$ cat config.mk
export PLATFORM = sky130hd
export DESIGN_NAME = vend_credit_fsm
export DESIGN_NICKNAME = d
export VERILOG_FILES = /design/src/rtl/vend_pkg.sv /design/src/rtl/vend_credit_fsm_coin_decode.sv /design/src/rtl/vend_credit_fsm.sv
export SDC_FILE = /design/constraint.sdc
export NUM_CORES = 1
export LEC_CHECK = 0
export ABC_AREA = 1
export CELL_PAD_IN_SITES_DETAIL_PLACEMENT = 2
export CELL_PAD_IN_SITES_GLOBAL_PLACEMENT = 2
export CORE_MARGIN = 4
export CORE_UTILIZATION = 25
export CTS_BUF_LIST = sky130_fd_sc_hd__clkbuf_8 sky130_fd_sc_hd__clkbuf_16
export DETAILED_ROUTE_END_ITERATION = 8
export HOLD_SLACK_MARGIN = 0.02
export PLACE_DENSITY = 0.74
export REMOVE_ABC_BUFFERS = 1
export SYNTH_ARGS = -nofsm -noshare
export SYNTH_HDL_FRONTEND = slang
export SYNTH_HIERARCHICAL = 1
export SYNTH_SLANG_ARGS = --single-unit
$ cat constraint.sdc
create_clock -name Clock -period 1.9 [get_ports Clock]
set_clock_uncertainty 0.05 [all_clocks]
set_input_delay 0.285 -clock Clock [delete_from_list [all_inputs] [get_ports Clock]]
set_output_delay 0.285 -clock Clock [all_outputs]
set_load 0.01 [all_outputs]
$ cat src/rtl/vend_pkg.sv
// Shared definitions for the coin-accumulating vending controller:
// state encoding and coin values expressed in nickel units.
package vend_pkg;

  typedef enum logic [1:0] {
    ST_ACCUM  = 2'b00,
    ST_VEND   = 2'b01,
    ST_CHANGE = 2'b10
  } state_e;

  localparam logic [2:0] NICKEL_U  = 3'd1;
  localparam logic [2:0] DIME_U    = 3'd2;
  localparam logic [2:0] QUARTER_U = 3'd5;

endpackage

$ cat src/rtl/vend_credit_fsm_coin_decode.sv
// Combinational coin classifier: flags a single legal coin, any illegal
// combination, and the nickel-unit value of the legal coin.
module coin_decode
  import vend_pkg::*;
(
  input  logic       n,
  input  logic       d,
  input  logic       q,
  input  logic       qen,
  output logic       valid,
  output logic       invalid,
  output logic [2:0] value
);

  logic any_s;
  logic multi_s;
  logic q_bad_s;

  // Classify the sampled coin inputs and look up the coin value.
  always_comb begin
    any_s   = n | d | q;
    multi_s = (n & d) | (n & q) | (d & q);
    q_bad_s = q & ~qen;
    valid   = any_s & ~multi_s & ~q_bad_s;
    invalid = any_s & ~valid;
    case ({n, d, q})
      3'b100:  value = NICKEL_U;
      3'b010:  value = DIME_U;
      3'b001:  value = QUARTER_U;
      default: value = 3'd0;
    endcase
  end

endmodule

$ cat src/rtl/vend_credit_fsm.sv
// Vending controller: accumulates credit against PRICE, runs the vend
// handshake, then returns leftover or cancelled credit one nickel at a time.
module vend_credit_fsm
  import vend_pkg::*;
#(
  parameter int unsigned PRICE = 3,
  parameter int unsigned CW    = 4,
  parameter int unsigned QEN   = 1
) (
  input  logic          Clock,
  input  logic          Resetn,
  input  logic          N,
  input  logic          D,
  input  logic          Q,
  input  logic          Cancel,
  input  logic          VendAck,
  input  logic          ChangeAck,
  output logic          z,
  output logic          ChangeReq,
  output logic [CW-1:0] Credit,
  output logic          Busy,
  output logic          CoinErr
);

  localparam logic [CW:0]   PRICE_W = (CW + 1)'(PRICE);
  localparam logic [CW-1:0] ONE_C   = CW'(1);
  localparam logic          QEN_B   = (QEN != 0);

  state_e        state_q, state_d;
  logic [CW-1:0] credit_q, credit_d;
  logic          coin_err_q, coin_err_d;

  logic          coin_valid_s;
  logic          coin_invalid_s;
  logic          coin_any_s;
  logic [2:0]    coin_value_s;
  logic [CW:0]   sum_s;

  coin_decode u_coin_decode (
    .n       (N),
    .d       (D),
    .q       (Q),
    .qen     (QEN_B),
    .valid   (coin_valid_s),
    .invalid (coin_invalid_s),
    .value   (coin_value_s)
  );

  // Next-state, next-credit and coin-rejection decision.
  always_comb begin
    coin_any_s = coin_valid_s | coin_invalid_s;
    sum_s      = {1'b0, credit_q} + (CW + 1)'(coin_value_s);
    state_d    = state_q;
    credit_d   = credit_q;
    coin_err_d = 1'b0;
    case (state_q)
      ST_ACCUM: begin
        // Cancel wins over a coin in the same cycle; the coin is refused.
        if (Cancel) begin
          coin_err_d = coin_any_s;
          if (credit_q != '0) begin
            state_d = ST_CHANGE;
          end else begin
            state_d = ST_ACCUM;
          end
        end else if (coin_valid_s) begin
          if (sum_s >= PRICE_W) begin
            credit_d = CW'(sum_s - PRICE_W);
            state_d  = ST_VEND;
          end else begin
            credit_d = sum_s[CW-1:0];
          end
        end else begin
          coin_err_d = coin_invalid_s;
        end
      end
      ST_VEND: begin
        coin_err_d = coin_any_s;
        if (VendAck) begin
          if (credit_q != '0) begin
            state_d = ST_CHANGE;
          end else begin
            state_d = ST_ACCUM;
          end
        end else begin
          state_d = ST_VEND;
        end
      end
      ST_CHANGE: begin
        coin_err_d = coin_any_s;
        if (credit_q == '0) begin
          state_d = ST_ACCUM;
        end else if (ChangeAck) begin
          credit_d = credit_q - ONE_C;
          if (credit_q == ONE_C) begin
            state_d = ST_ACCUM;
          end else begin
            state_d = ST_CHANGE;
          end
        end else begin
          state_d = ST_CHANGE;
        end
      end
      default: begin
        state_d  = ST_ACCUM;
        credit_d = '0;
      end
    endcase
  end

  // State, credit and error flops; reset drops any outstanding credit.
  always_ff @(posedge Clock or negedge Resetn) begin
    if (!Resetn) begin
      state_q    <= ST_ACCUM;
      credit_q   <= '0;
      coin_err_q <= 1'b0;
    end else begin
      state_q    <= state_d;
      credit_q   <= credit_d;
      coin_err_q <= coin_err_d;
    end
  end

  assign z         = (state_q == ST_VEND);
  assign ChangeReq = (state_q == ST_CHANGE);
  assign Busy      = (state_q != ST_ACCUM);
  assign Credit    = credit_q;
  assign CoinErr   = coin_err_q;

endmodule

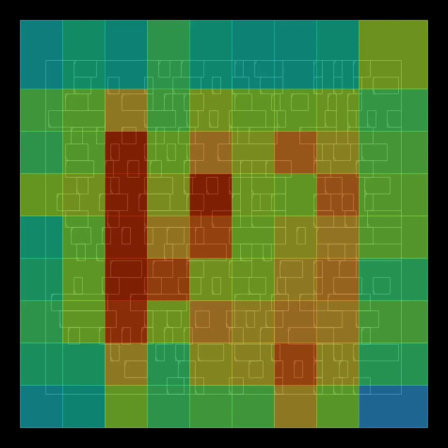
(images/congestion_map.png)
global route hottest layer: met2
GRT met3 Usage: 1.70%
Core Util, Final: 45.6%
GRT Overall Usage: 19.5%

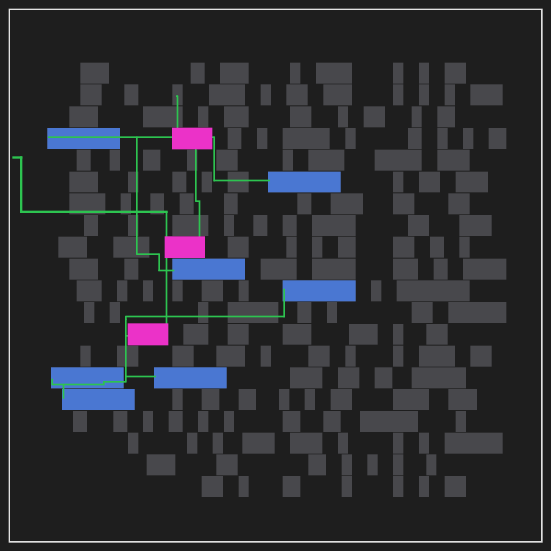
(images/clock_wires.png)
(8 px per um)
Key: clock wires = green [length 176 um]; clock-net drivers = magenta [count 3]; flip-flops = blue [count 7]
There are 4 routed clock nets.

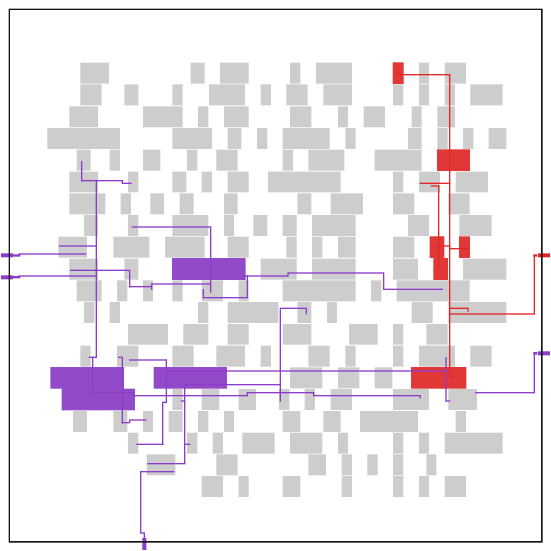
(images/port_trees.png)
(8 px per um)
Key: D = red [bits 1, direction input, end cells 6, buffers 2, wire 85.1 um]; Credit = purple [bits 4, direction output, end cells 4, buffers 6, wire 318 um]

==> CHANGELOG.md <==
### Physical design

* Worst-path fanout max at 5
* Cell area after layout at 0.00144 mm2
* # setup viols final at 6
* Power density over the cells at 1780 mW/mm2
* Met2 WL at 2250 um
* Highest clock rate at 453 MHz
* Met2 track utilization from global routing at 38.5%
* Number of placement rows at 20
* Post-detailed-route wirelength per cell at 18.4 um
* Class of the tightest hold or removal check: primary input to async pin
* Leakage power of the design at 0.744 nW
* Logic family by area: simple AND/OR/NAND/NOR gates
* Signal inverters at 26
* Critical-path top delay cell: fa_1
* Clock buf count at 3
* Violations in the final reports: negative setup slack
* Outcome: finished, violations left
* Critical register-to-register path endpoint: state_q[1]$_DFFE_PN0P_
* Maxcap violations at 0
* Initial antenna violation count at 0
* Final critical-path setup slack at -0.305 ns
* Number of placed instances, taps included at 206
* Power in the clock group at 0.221 mW
* Number of clock sinks seen by CTS at 7
* Area of all sequential standard cells at 175 um2
* Aoi share at 13.8%
* Detailed-routing iteration count for the pre-antenna-repair pass at 4
* Int Pwr at 1.27 mW
* Post-synthesis to final-layout area growth at 68.9%
* Xor/xnor share of the synthesized area at 0%
* TritonCTS clock tree: done
* Number of distinct library cells after synthesis at 24
* Share of synthesized cell area in and, or, nand and nor gates at 36.7%
* Multi-input gate area in the final layout at 679 um2
* Power spent charging and discharging nets at 1.29 mW
* CTS Buf Count at 3
* Area post-placement at 0.00119 mm2
* RSZ-0062 raised after global routing: true
* Launching element type of the critical path: primary input
* Initial cell density of the core at 27.0%
* Proportion of layout cells with a drive suffix above 1 at 35.6%
* Clk cell area share at 3.13%
* Post-synthesis cell count from yosys at 129
* CP peak stage delay at 0.43 ns
* Post-synthesis register bit count at 7
* Chip Footprint at 0.00441 mm2
* Total sequential power at 0.320 mW
* Number of buffers inserted for hold repair after clock tree synthesis at 0
* Wire length on met1 at 1650 um
* Sequential share of the synthesized area at 20.6%
* I/O pin total at 16
* Total global routing overflow at 0
* Net count of the finished layout at 194
* Average instance area after synthesis at 6.61 um2
* Top post-synthesis cells by area: dfrtp_1 21%, ha_1 15%, nand2_1 12%, inv_1 10%, nor2_1 6.6%
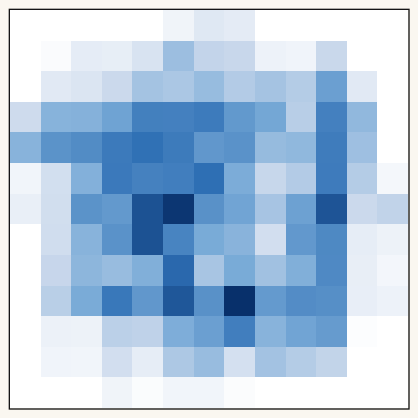
(images/route_heat.png)
(6 px per um) The die is cut into 13 by 13 equal tiles; white is low, dark blue is high, scaled to the fullest tile. Values are wire area over tile area, all layers added.
The densest ninth of the die: middle. The mean over all tiles is 0.14. The fullest tile reaches 0.43. The emptiest ninth of the die: bottom left.

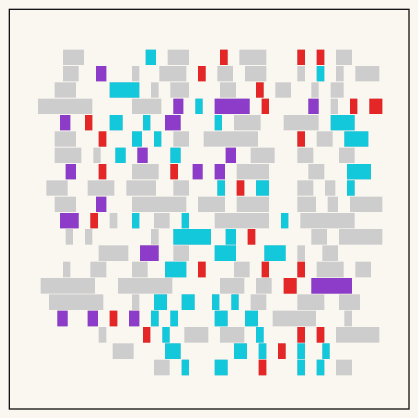
(images/gates.png)
(6 px per um)
Key: inv cells = red [cells 26, most used inv_1]; nand cells = cyan [cells 44, most used nand2_1]; aoi and oai cells = purple [cells 18, most used a21oi_1]
commonest non-fill, non-tap cell in the layout: buf_4
Comb/total area: 47.2%
non-filler cells, final: 218

## state kept, by name, indices dropped and copies added (netlist names)
signal and flops:
Credit 4, state_q 2, CoinErr 1
## worst max-delay path, delay by kind of cell
family	cells	cell delay [ns]
buffers and inverters	5	0.40
AOI/OAI and AO/OA	2	0.30
and+or+nand+nor	5	0.57
adders and majority gates	3	0.76
## cell usage in the layout, fill, tap and decap left out, types with 2 or more instances in the layout
cell type        count
a21oi_1              8
a21oi_2              2
buf_12               2
buf_4               24
buf_6                2
clkbuf_8             3
clkdlybuf4s50_1      9
dfrtp_1              7
dlymetal6s2s_1       2
ha_1                 7
ha_2                 2
inv_1               21
inv_2                4
inv_4                2
nand2_1             22
nand2_2              4
nand2_4              3
nand3_1              5
nand3_2              3
nand4_1              4
nor2_1              14
nor2_4               2
nor3_1               2
o21ai_0              4
Power and IR drop assume default switching activity.
